--- src/rtl/fetch_ctrl_if.sv ---
// Fetch-side bus bundle: instruction memory read port plus the decode valid/stall buffer.
interface fetch_ctrl_if #(
  parameter int AW = 32,
  parameter int DW = 32
);
  logic          mem_req;
  logic [AW-1:0] mem_addr;
  logic [DW-1:0] mem_rdata;
  logic          mem_rvalid;
  logic          stall;
  logic          inst_valid;
  logic [DW-1:0] inst_out;
  logic [AW-1:0] inst_pc;

  modport master (
    output mem_req, mem_addr, inst_valid, inst_out, inst_pc,
    input  mem_rdata, mem_rvalid, stall
  );

  modport slave (
    input  mem_req, mem_addr, inst_valid, inst_out, inst_pc,
    output mem_rdata, mem_rvalid, stall
  );
endinterface

--- src/rtl/fetch_ctrl.sv ---
// Instruction-fetch controller around the external PC register: one read in flight,
// registered instruction buffer toward decode, branch redirect with response drain.
module fetch_ctrl #(
  parameter int AW     = 32,
  parameter int DW     = 32,
  parameter int PC_INC = 4
) (
  input  logic          clk,
  input  logic          rst,
  input  logic [AW-1:0] pc_in,
  output logic [AW-1:0] pc_next,
  output logic          pc_wen,
  input  logic          redirect,
  input  logic [AW-1:0] redirect_pc,
  fetch_ctrl_if.master  bus
);
  typedef enum logic [1:0] {ISSUE, WAIT, DRAIN} state_t;

  state_t        state, state_nxt;
  logic          consume, issue_ok, load, req;
  logic          inst_valid_r;
  logic [DW-1:0] inst_out_r;
  logic [AW-1:0] inst_pc_r;

  assign consume  = inst_valid_r & ~bus.stall;
  assign issue_ok = ~inst_valid_r | consume;

  always_comb begin
    state_nxt = state;
    req       = 1'b0;
    load      = 1'b0;
    pc_wen    = 1'b0;
    pc_next   = pc_in;
    case (state)
      ISSUE: begin
        if (issue_ok && !redirect) begin
          req       = 1'b1;
          state_nxt = WAIT;
        end
      end
      WAIT: begin
        if (bus.mem_rvalid && !redirect) begin
          load      = 1'b1;
          pc_wen    = 1'b1;
          pc_next   = pc_in + AW'(PC_INC);
          state_nxt = ISSUE;
        end else if (redirect) begin
          // a response arriving with the redirect is simply dropped
          state_nxt = bus.mem_rvalid ? ISSUE : DRAIN;
        end
      end
      DRAIN: begin
        // the only response still due belongs to the flushed request
        if (bus.mem_rvalid) state_nxt = ISSUE;
      end
      default: state_nxt = ISSUE;
    endcase
    if (redirect) begin
      pc_wen  = 1'b1;
      pc_next = redirect_pc;
    end
    if (rst) begin
      req    = 1'b0;
      pc_wen = 1'b0;
      load   = 1'b0;
    end
  end

  always_ff @(posedge clk) begin
    if (rst) begin
      state        <= ISSUE;
      inst_valid_r <= 1'b0;
      inst_out_r   <= '0;
      inst_pc_r    <= '0;
    end else begin
      state <= state_nxt;
      if (redirect) begin
        inst_valid_r <= 1'b0;
      end else if (load) begin
        inst_valid_r <= 1'b1;
        inst_out_r   <= bus.mem_rdata;
        inst_pc_r    <= pc_in;
      end else if (consume) begin
        inst_valid_r <= 1'b0;
      end
    end
  end

  assign bus.mem_req    = req;
  assign bus.mem_addr   = pc_in;
  assign bus.inst_valid = inst_valid_r;
  assign bus.inst_out   = inst_out_r;
  assign bus.inst_pc    = inst_pc_r;
endmodule

--- src/flat_wrapper.sv ---
// flat-port wrapper written by rule: the top's interface ports become plain ports
module fetch_ctrl_flat 
#(
  parameter int AW     = 32,
  parameter int DW     = 32,
  parameter int PC_INC = 4
)
  (clk, rst, pc_in, pc_next, pc_wen, redirect, redirect_pc, bus_mem_req, bus_mem_addr, bus_inst_valid, bus_inst_out, bus_inst_pc, bus_mem_rdata, bus_mem_rvalid, bus_stall);
  fetch_ctrl_if #(.AW(AW), .DW(DW)) bus_i ();
  input  logic clk;
  input  logic rst;
  input  logic [AW-1:0] pc_in;
  output logic [AW-1:0] pc_next;
  output logic pc_wen;
  input  logic redirect;
  input  logic [AW-1:0] redirect_pc;
  output wire logic [$bits(bus_i.mem_req)-1:0] bus_mem_req;
  output wire logic [$bits(bus_i.mem_addr)-1:0] bus_mem_addr;
  output wire logic [$bits(bus_i.inst_valid)-1:0] bus_inst_valid;
  output wire logic [$bits(bus_i.inst_out)-1:0] bus_inst_out;
  output wire logic [$bits(bus_i.inst_pc)-1:0] bus_inst_pc;
  input wire logic [$bits(bus_i.mem_rdata)-1:0] bus_mem_rdata;
  input wire logic [$bits(bus_i.mem_rvalid)-1:0] bus_mem_rvalid;
  input wire logic [$bits(bus_i.stall)-1:0] bus_stall;
  assign bus_mem_req = bus_i.mem_req;
  assign bus_mem_addr = bus_i.mem_addr;
  assign bus_inst_valid = bus_i.inst_valid;
  assign bus_inst_out = bus_i.inst_out;
  assign bus_inst_pc = bus_i.inst_pc;
  assign bus_i.mem_rdata = bus_mem_rdata;
  assign bus_i.mem_rvalid = bus_mem_rvalid;
  assign bus_i.stall = bus_stall;
  fetch_ctrl #(.AW(AW), .DW(DW), .PC_INC(PC_INC)) u_core (.clk(clk), .rst(rst), .pc_in(pc_in), .pc_next(pc_next), .pc_wen(pc_wen), .redirect(redirect), .redirect_pc(redirect_pc), .bus(bus_i));
endmodule
--- config.mk ---
export PLATFORM = sky130hd
export DESIGN_NAME = fetch_ctrl_flat
export DESIGN_NICKNAME = d
export VERILOG_FILES = /design/src/rtl/fetch_ctrl_if.sv /design/src/rtl/fetch_ctrl.sv /design/src/flat_wrapper.sv
export SDC_FILE = /design/constraint.sdc
export NUM_CORES = 1
export LEC_CHECK = 0
export CELL_PAD_IN_SITES_DETAIL_PLACEMENT = 1
export CELL_PAD_IN_SITES_GLOBAL_PLACEMENT = 1
export CORE_ASPECT_RATIO = 1.1
export CORE_MARGIN = 3
export CORE_UTILIZATION = 22
export CTS_CLUSTER_SIZE = 30
export DETAILED_ROUTE_END_ITERATION = 10
export GPL_ROUTABILITY_DRIVEN = 0
export PLACE_DENSITY = 0.88
export SYNTH_ARGS = -nofsm -noshare
export SYNTH_HDL_FRONTEND = slang
export SYNTH_SLANG_ARGS = --single-unit
--- constraint.sdc ---
create_clock -name clk -period 1.85 [get_ports clk]
set_clock_uncertainty 0.05 [all_clocks]
set_input_delay 0.185 -clock clk [delete_from_list [all_inputs] [get_ports clk]]
set_output_delay 0.185 -clock clk [all_outputs]
set_load 0.01 [all_outputs]
Fig. 1: run 1, placed cells, one color a class
Fill, decap, tap and diode cells in gray.
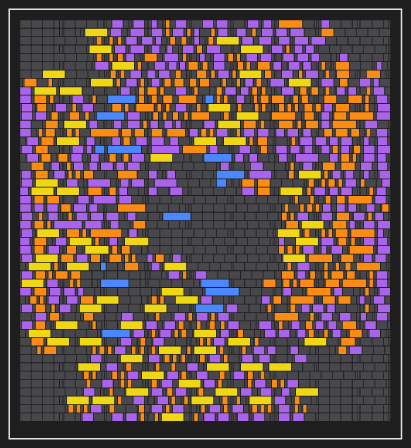
Orange is combinational and other logic, cells 363, share of their area 34%. Yellow is flops, cells 67, share of their area 18%. Blue is clock drivers and dummy loads, cells 15, share of their area 4.3%. Purple is other buffers and delay cells, cells 342, share of their area 44%.

Fig. 2: run 1, wiring heat map
Scale bar: 50 µm. 25 x 28 tiles, from black (low) to pale yellow (high), scaled to the fullest tile. Values are wire area over tile area, all layers added.
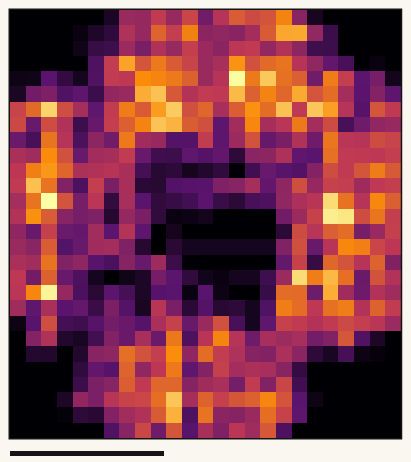
The mean over all tiles is 0.16. The densest ninth of the die: top middle. The emptiest ninth of the die: middle. 29% of the tiles are over half the peak.

==> results.cfg, run 1 <==
; flow metrics
[drt]
dr.pass1.iters = 4
antenna_left = 0
via_count = 4734
wl_per_cell_um = 18.2

[setup_path]
crit_family = simple AND/OR/NAND/NOR gates
worstSetupPathType = reg2out
worst_r2r_path_depth = 13
cpMaxStageDelayCell = or4_4
crit_path_max_incr_delay_ps = 590
required_ps = 1620
r2r_start = u_core.state[1]
critPathBufInv = 2
worstPathMaxFanout = 4

[pwr]
p_seq_share_pct = 34.0
power.switching_w = 0.00116
powerDensity_mw_per_mm2 = 573
p_int_w = 0.00322
ir_worst_vdd_v = 0.000308
p_comb_share_pct = 23.8

[final_layout]
nFillCells = 1796
fin_cells = 988
comb-cell-share_pct = 32.4
drive_gt1_share_pct = 33.2
diodes = 1
layout.area.comb_mm2 = 0.00247
final_core_util_pct = 48.6

[die]
fp-utilization_pct = 22.6
fp.dieH_um = 139
die_w_um = 127
die_area_mm2 = 0.0177

[clock_network]
hold_buffers = 0
cts.htree.levels = 3
cts_root_buf = clkbuf_16

[grt]
grt.total_usage_pct = 18.5
grt_max_degree = 67

[min_path]
hold_path.class = in2reg
min-delay-start = rst

[yosys]
async_flop_share_pct = 0
yosys_cells = 498
top_area_cell = dfxtp_1
netlist_area_mm2 = 0.00355
syn_nets = 600

[sta]
slew_headroom_pct = 42.7
setup_viol = 49
fin_ws_ps = -714
rsz0062_at_grt = true
hold_violations = 0
finalCritPeriodShare_pct = 139

[status]
status = finished with violations
failed_checks = negative setup slack
Fig. 3: run 1, close-up of the layout
Scale bar: 20 µm. Window x 7 to 57, y 10 to 60 µm. Cells in gray, sequential cells in the stronger gray; small squares are vias.
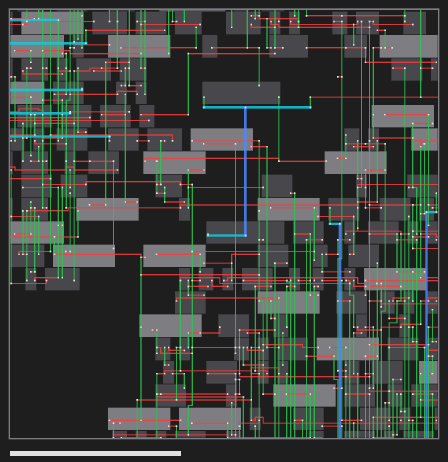
Blue is metal 4. Green is metal 2. Red is metal 1. Cyan is metal 3.
Sequential cells in the window: 21. 119 logic cells have their middle in the window. Netlist names of flops here include u_core.bus.inst_out (19). Most frequent: nand2_1 (31), clkdlybuf4s50_1 (30), dfxtp_1 (21).

[run 1: power by group through the flow]
stage | clock (W) | sequential [W] | combinational, W
2_1_floorplan | 0 | 0.00153 | 0.000321
3_3_place_gp | 0 | 0.00152 | 0.000952
3_5_place_dp | 0 | 0.00152 | 0.000975
4_1_cts | 0.00191 | 0.00149 | 0.000968
5_1_grt | 0.00196 | 0.00149 | 0.00111
6_report | 0.00185 | 0.00149 | 0.00104
[run 1: metal layers]
metal	up-vias	track usage, %	share of wire [%]
met1	2304	21.1	39
met5	-	0	0
met4	0	6.83	2.4
met2	149	33.5	54
met3	28	3.80	4.8
li1	2253	-	-
[run 1: cell families after synthesis]
group | synth area share [%]
multiplexers | 0.952
AND/OR/NAND/NOR | 28.6
buffers and inverters | 11.3
flip-flops | 37.8
XOR/XNOR | 2.47
AND-OR/OR-AND | 18.5
adder cells (fa/ha/maj) | 0.352
[run 1: sequential cells by signal (all words and copies together) (netlist names)]
name                   count
u_core.bus.inst_pc        32
u_core.bus.inst_valid      1
u_core.bus.inst_out       32
u_core.state               2
[run 1: synth_stat cells, types with 4 or more instances]
master and number:
a21oi_1 65, a31oi_1 18, buf_1 6, buf_4 32, clkbuf_1 28, dfxtp_1 67, inv_1 5, nand2_1 151
nand3_1 8, nand4_1 9, nor2_1 20, nor3_1 5, o21ai_0 12, o31ai_1 16, or3_1 5, or4_1 18
xnor2_1 6, xor2_1 4
[run 1: metrics by stage]
stage / setup WS, ps / hold slack, ps / total power, W
final: -714 / 143 / 0.00438
after global routing: -795 / 156 / 0.00456
after CTS: -732 / 130 / 0.00436
after detailed placement: -1310 / 396 / 0.00250
after global placement: -1240 / 391 / 0.00247
after floorplan: -241 / 204 / 0.00185
--- run 2 (diff from run 1) ---
--- a/config.mk
+++ b/config.mk
@@ -14,6 +14,7 @@
 export DETAILED_ROUTE_END_ITERATION = 10
 export GPL_ROUTABILITY_DRIVEN = 0
 export PLACE_DENSITY = 0.88
+export SLEW_MARGIN = 20
 export SYNTH_ARGS = -nofsm -noshare
 export SYNTH_HDL_FRONTEND = slang
 export SYNTH_SLANG_ARGS = --single-unit
Fig. 4: run 2, register map, names as in the netlist
Other sequential cells in the stronger gray, the rest of the logic in the fainter gray.
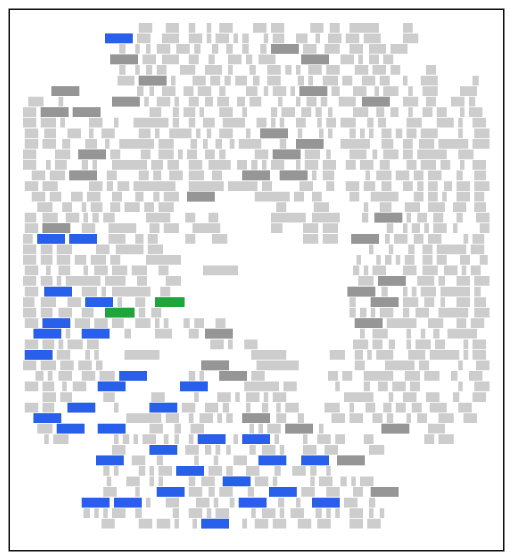
Green is u_core.state, placed flops 2. Blue is u_core.bus.inst_out, placed flops 32.
Another 33 sequential cells are not colored.

Fig. 5: run 2, placed cells, one color a class
Fill, decap, tap and diode cells in gray.
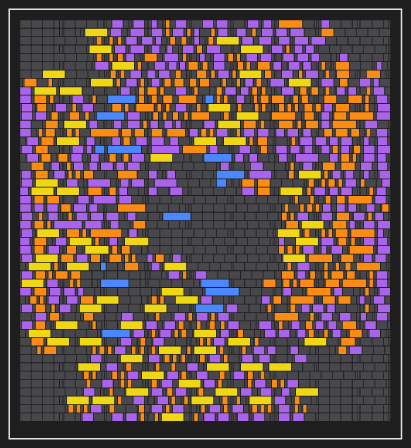
Blue is clock drivers and dummy loads, cells 15, share of their area 4.3%. Yellow is flops, cells 67, share of their area 18%. Orange is combinational and other logic, cells 363, share of their area 34%. Purple is other buffers and delay cells, cells 342, share of their area 44%.

==> run 2 against run 1 <==
  * The run still ends with negative setup slack left
  * Via count unchanged
  * Cell count unchanged
  * Critical path type unchanged
  * Power unchanged
  * Sequential cell count unchanged
  * Die area unchanged
  * Critical endpoint unchanged
==> results.cfg, run 2 <==
; flow metrics
[setup_path]
worstPathMaxFanout = 4
crit_path_max_incr_delay_ps = 590
required_ps = 1620
worst_r2r_path_depth = 13
worstSetupPathType = reg2out

[sta]
whs_ps = 143
finalCritPeriodShare_pct = 139
setup_viol = 49
hold_violations = 0
fin_ws_ps = -714

[pwr]
p_clk_w = 0.00185
powerDensity_mw_per_mm2 = 573
p_comb_share_pct = 23.8
pg_comb_w = 0.00104
power_leader = clock
ir_worst_vdd_v = 0.000308
p_seq_share_pct = 34.0

[yosys]
netlist_area_mm2 = 0.00355
yosys_cells = 498
yosysMostFrequentCell = nand2_1
synth.cells.most_frequent = 151 x nand2_1, 67 x dfxtp_1, 65 x a21oi_1
syn_nets = 600
top_area_cell = dfxtp_1
async_flop_share_pct = 0

[final_layout]
drive_gt1_share_pct = 33.2

[grt]
grt.total_usage_pct = 18.5
grt_max_degree = 67

[drt]
antenna_left = 0
dr.pass1.iters = 4
wl_per_cell_um = 18.2

[die]
fp-utilization_pct = 22.6
fp.dieH_um = 139
die_w_um = 127

[min_path]
hold_depth = 3
hold_path.class = in2reg

[status]
status = finished with violations
failed_checks = negative setup slack

[clock_network]
cts.htree.levels = 3
hold_buffers = 0
Fig. 6: run 2, placement view
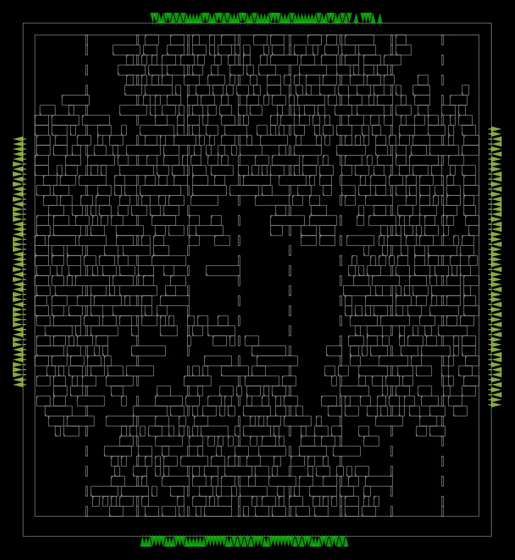
fillcell total: 1796
sequential share of cell area: 17.6%

-- run 2: cell counts in the layout (fill, tap and decap cells not counted) --
No cell type changed its count.
-- run 2: cell families after synthesis --
logic type,synth area share [%]
compound gates,18.5
xor+xnor,2.47
fa+ha+maj,0.352
buf+inv,11.3
flops,37.8
mux,0.952
simple gates,28.6
-- run 2: path summary, 6_finish.rpt --
path,endpoint,start
worst min register to register,u_core.bus.inst_pc[25],u_core.bus.inst_pc[25]
worst max-delay path,pc_next[29],u_core.state[1]
worst max register to register,u_core.bus.inst_out[10],u_core.state[1]
worst min-delay path,u_core.state[0],rst
-- run 2: cell type report --
class	count	share of cell area, %
Tap cell	200	3.27
Multi-Input combinational cell	358	32.4
Clock buffer	9	2.95
Inverter	5	0.246
Timing Repair Buffer	342	42.4
Antenna cell	1	0.0327
Clock inverter	6	1.18
Sequential cell	67	17.6
-- run 2: per-stage QoR --
step	worst slack, ps	cells	power (W)
after floorplan	-241	498	0.00185
after global placement	-1240	943	0.00247
after detailed placement	-1310	943	0.00250
after CTS	-732	975	0.00436
after global routing	-795	988	0.00456
final	-714	988	0.00438
-- run 2: per-layer routing --
metal	global-route usage [%]	vias to the layer above	routed length, µm	part of all wire (%)
met5	0	-	0	0
met4	6.83	0	434	2.4
met3	3.80	28	861	4.8
met2	33.5	149	9650	54
met1	21.1	2304	7080	39
li1	-	2253	-	-
-- run 2: timing repair --
item | CTS | global route
resized | 174 | 122
pin swaps | 29 | 41
buffers inserted | 17 | 16
endpoints found under the hold margin | 0 | 0
gates cloned | 1 | 4
endpoints found under the setup margin | 34 | 61
-- run 2: critical path, delay by kind of cell (launching register included) --
family | cells | cell delay (ps)
buffers and inverters | 2 | 290
DFF | 1 | 320
and+or+nand+nor | 3 | 1240
AOI/OAI and AO/OA | 1 | 150
--- run 3 (diff from run 2) ---
--- a/config.mk
+++ b/config.mk
@@ -5,15 +5,13 @@
 export SDC_FILE = /design/constraint.sdc
 export NUM_CORES = 1
 export LEC_CHECK = 0
-export CELL_PAD_IN_SITES_DETAIL_PLACEMENT = 1
-export CELL_PAD_IN_SITES_GLOBAL_PLACEMENT = 1
 export CORE_ASPECT_RATIO = 1.1
 export CORE_MARGIN = 3
-export CORE_UTILIZATION = 22
+export CORE_UTILIZATION = 33
 export CTS_CLUSTER_SIZE = 30
 export DETAILED_ROUTE_END_ITERATION = 10
 export GPL_ROUTABILITY_DRIVEN = 0
-export PLACE_DENSITY = 0.88
+export PLACE_DENSITY = 0.87
 export SLEW_MARGIN = 20
 export SYNTH_ARGS = -nofsm -noshare
 export SYNTH_HDL_FRONTEND = slang
Fig. 7: run 3, wiring heat map
Scale bar: 20 µm. 21 x 23 tiles, from black (low) to pale yellow (high), scaled to the fullest tile. Values are wire area over tile area, all layers added.
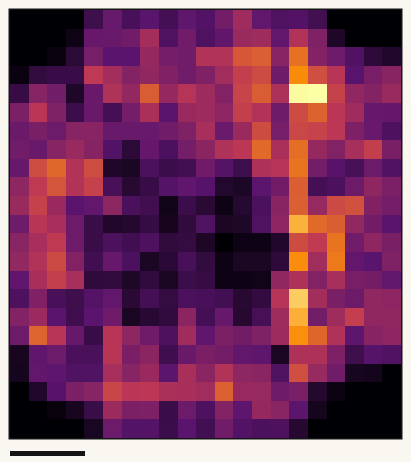
11% of the tiles are over half the peak. The emptiest ninth of the die: middle. The fullest tile reaches 0.76. The mean over all tiles is 0.22. 7.9% of the tiles are nearly empty.

Fig. 8: run 3, placement view
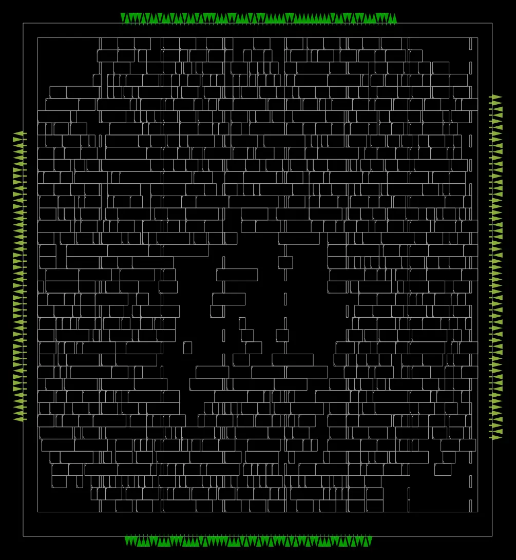
fillcell total: 748
Rows: 39

==> run 3 against run 2 <==
  * The flow still finishes with violations (negative setup slack)
  * Non-clock buffer count is 1 higher
  * Count of clock-buffer cells in the layout is 1 higher
  * Via count is 2.1% higher
  * Routed wire length is 9.3% lower
  * Cell count is 5.7% lower
  * Sequential cell count stayed put
  * Worst setup slack worse by 12 ps
  * Cell area is 1.4% lower
  * Maximum frequency is 0.47% lower
==> results.cfg, run 3 <==
; flow metrics
[setup_path]
crit_start = pc_in[23]
worstPathMaxFanout = 4
worst_r2r_path_depth = 11
critPathBufInv = 3
crit_family = simple AND/OR/NAND/NOR gates
required_ps = 1620
worst-path-stages = 7
crit_path_max_incr_delay_ps = 590
worstSetupPathType = in2out
endpoint = pc_next[31]
r2r_start = u_core.state[1]

[pwr]
p_int_w = 0.00326
p_seq_share_pct = 34.2
power.switching_w = 0.00111
total_power_w = 0.00436
powerDensity_mw_per_mm2 = 579
p_comb_share_pct = 23.2
ir_worst_vdd_v = 0.000583

[clock_network]
cts.htree.levels = 3
hold_buffers = 0
cts_sinks = 67

[die]
die_w_um = 105
fp.dieH_um = 115
io_pins = 232

[yosys]
syn_nets = 600
yosysMostFrequentCell = nand2_1
yosys_cells = 498
ff_type = dfxtp_1
async_flop_share_pct = 0
top_area_cell = dfxtp_1
netlist_area_mm2 = 0.00355
synth.cells.most_frequent = 151 x nand2_1, 67 x dfxtp_1, 65 x a21oi_1

[sta]
hold_violations = 0
whs_ps = 148
fin_ws_ps = -726
finalCritPeriodShare_pct = 139
setup_viol = 32

[grt]
busiest_layer = met2
gr-usage-met3_pct = 6.18
antenna_found_initial = 0
met1_usage_pct = 24.8
grt_pass1_vias = 4889
use_met2_pct = 45.1
grt_max_degree = 67
grt.total_usage_pct = 24.2

[min_path]
min-delay-start = rst
worstHoldEndpoint = u_core.state[0]
hold_depth = 3
hold_path.class = in2reg

[final_layout]
diodes = 0
layout.area.comb_mm2 = 0.00239
drive_gt1_share_pct = 33.3
fin_cells = 932

[drt]
wl_per_cell_um = 17.5
antenna_left = 0
dr.pass1.iters = 4

[place]
post-place-ws_ps = -1310
io_buffers = 231
dp_cells = 878

[status]
status = finished with violations
failed_checks = negative setup slack
Fig. 9: run 3, placed cells, one color a class
Fill, decap, tap and diode cells in gray.
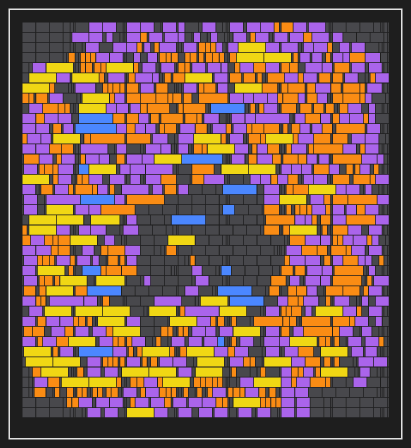
Blue is clock drivers and dummy loads, cells 16, share of their area 4.5%. Yellow is flops, cells 67, share of their area 18%. Orange is combinational and other logic, cells 363, share of their area 33%. Purple is other buffers and delay cells, cells 343, share of their area 44%.

==> run 3: timing repair <==
| item | CTS | global route |
|---|---|---|
| pin swaps | 32 | 24 |
| endpoints found under the setup margin | 34 | 78 |
| gates resized | 201 | 93 |
| buffers inserted | 28 | 11 |
| cloned | 1 | 7 |
==> run 3: power by group through the flow <==
stage | Clock (W) | Combinational [W] | Sequential [W]
2_1_floorplan | 0 | 0.000321 | 0.00153
3_3_place_gp | 0 | 0.000924 | 0.00152
3_5_place_dp | 0 | 0.000945 | 0.00152
4_1_cts | 0.00189 | 0.000965 | 0.00149
5_1_grt | 0.00195 | 0.00107 | 0.00149
6_report | 0.00186 | 0.00101 | 0.00149
==> run 3: kinds of logic (layout without fill, tap and decap cells) <==
kind of cell / Yosys count / count (layout) / synth area share, %
muxes: 3 / 3 / 0.952
adders and majority gates: 1 / 1 / 0.352
DFF: 67 / 67 / 37.8
AOI/OAI and AO/OA: 116 / 116 / 18.5
xor gates and xnor gates: 10 / 10 / 2.47
and+or+nand+nor: 227 / 228 / 28.6
buffers and inverters: 74 / 364 / 11.3
==> run 3: cell type report <==
| cell class | instances | area share (%) |
|---|---|---|
| multi-input combinational | 358 | 31.8 |
| tap | 143 | 2.37 |
| timing repair buffer | 343 | 43.4 |
| clock buffer | 10 | 3.17 |
| sequential | 67 | 17.8 |
| inverter | 5 | 0.249 |
| clock inverter | 6 | 1.18 |
==> run 3: routing by layer <==
| metal | up-vias | wire length [µm] | share of wire, % |
|---|---|---|---|
| met1 | 2279 | 5810 | 36 |
| li1 | 2261 | - | - |
| met3 | 58 | 1140 | 7.0 |
| met4 | 0 | 665 | 4.1 |
| met5 | - | 0 | 0 |
| met2 | 235 | 8740 | 53 |
No activity file was given, so power comes from the tool's default toggle rates.
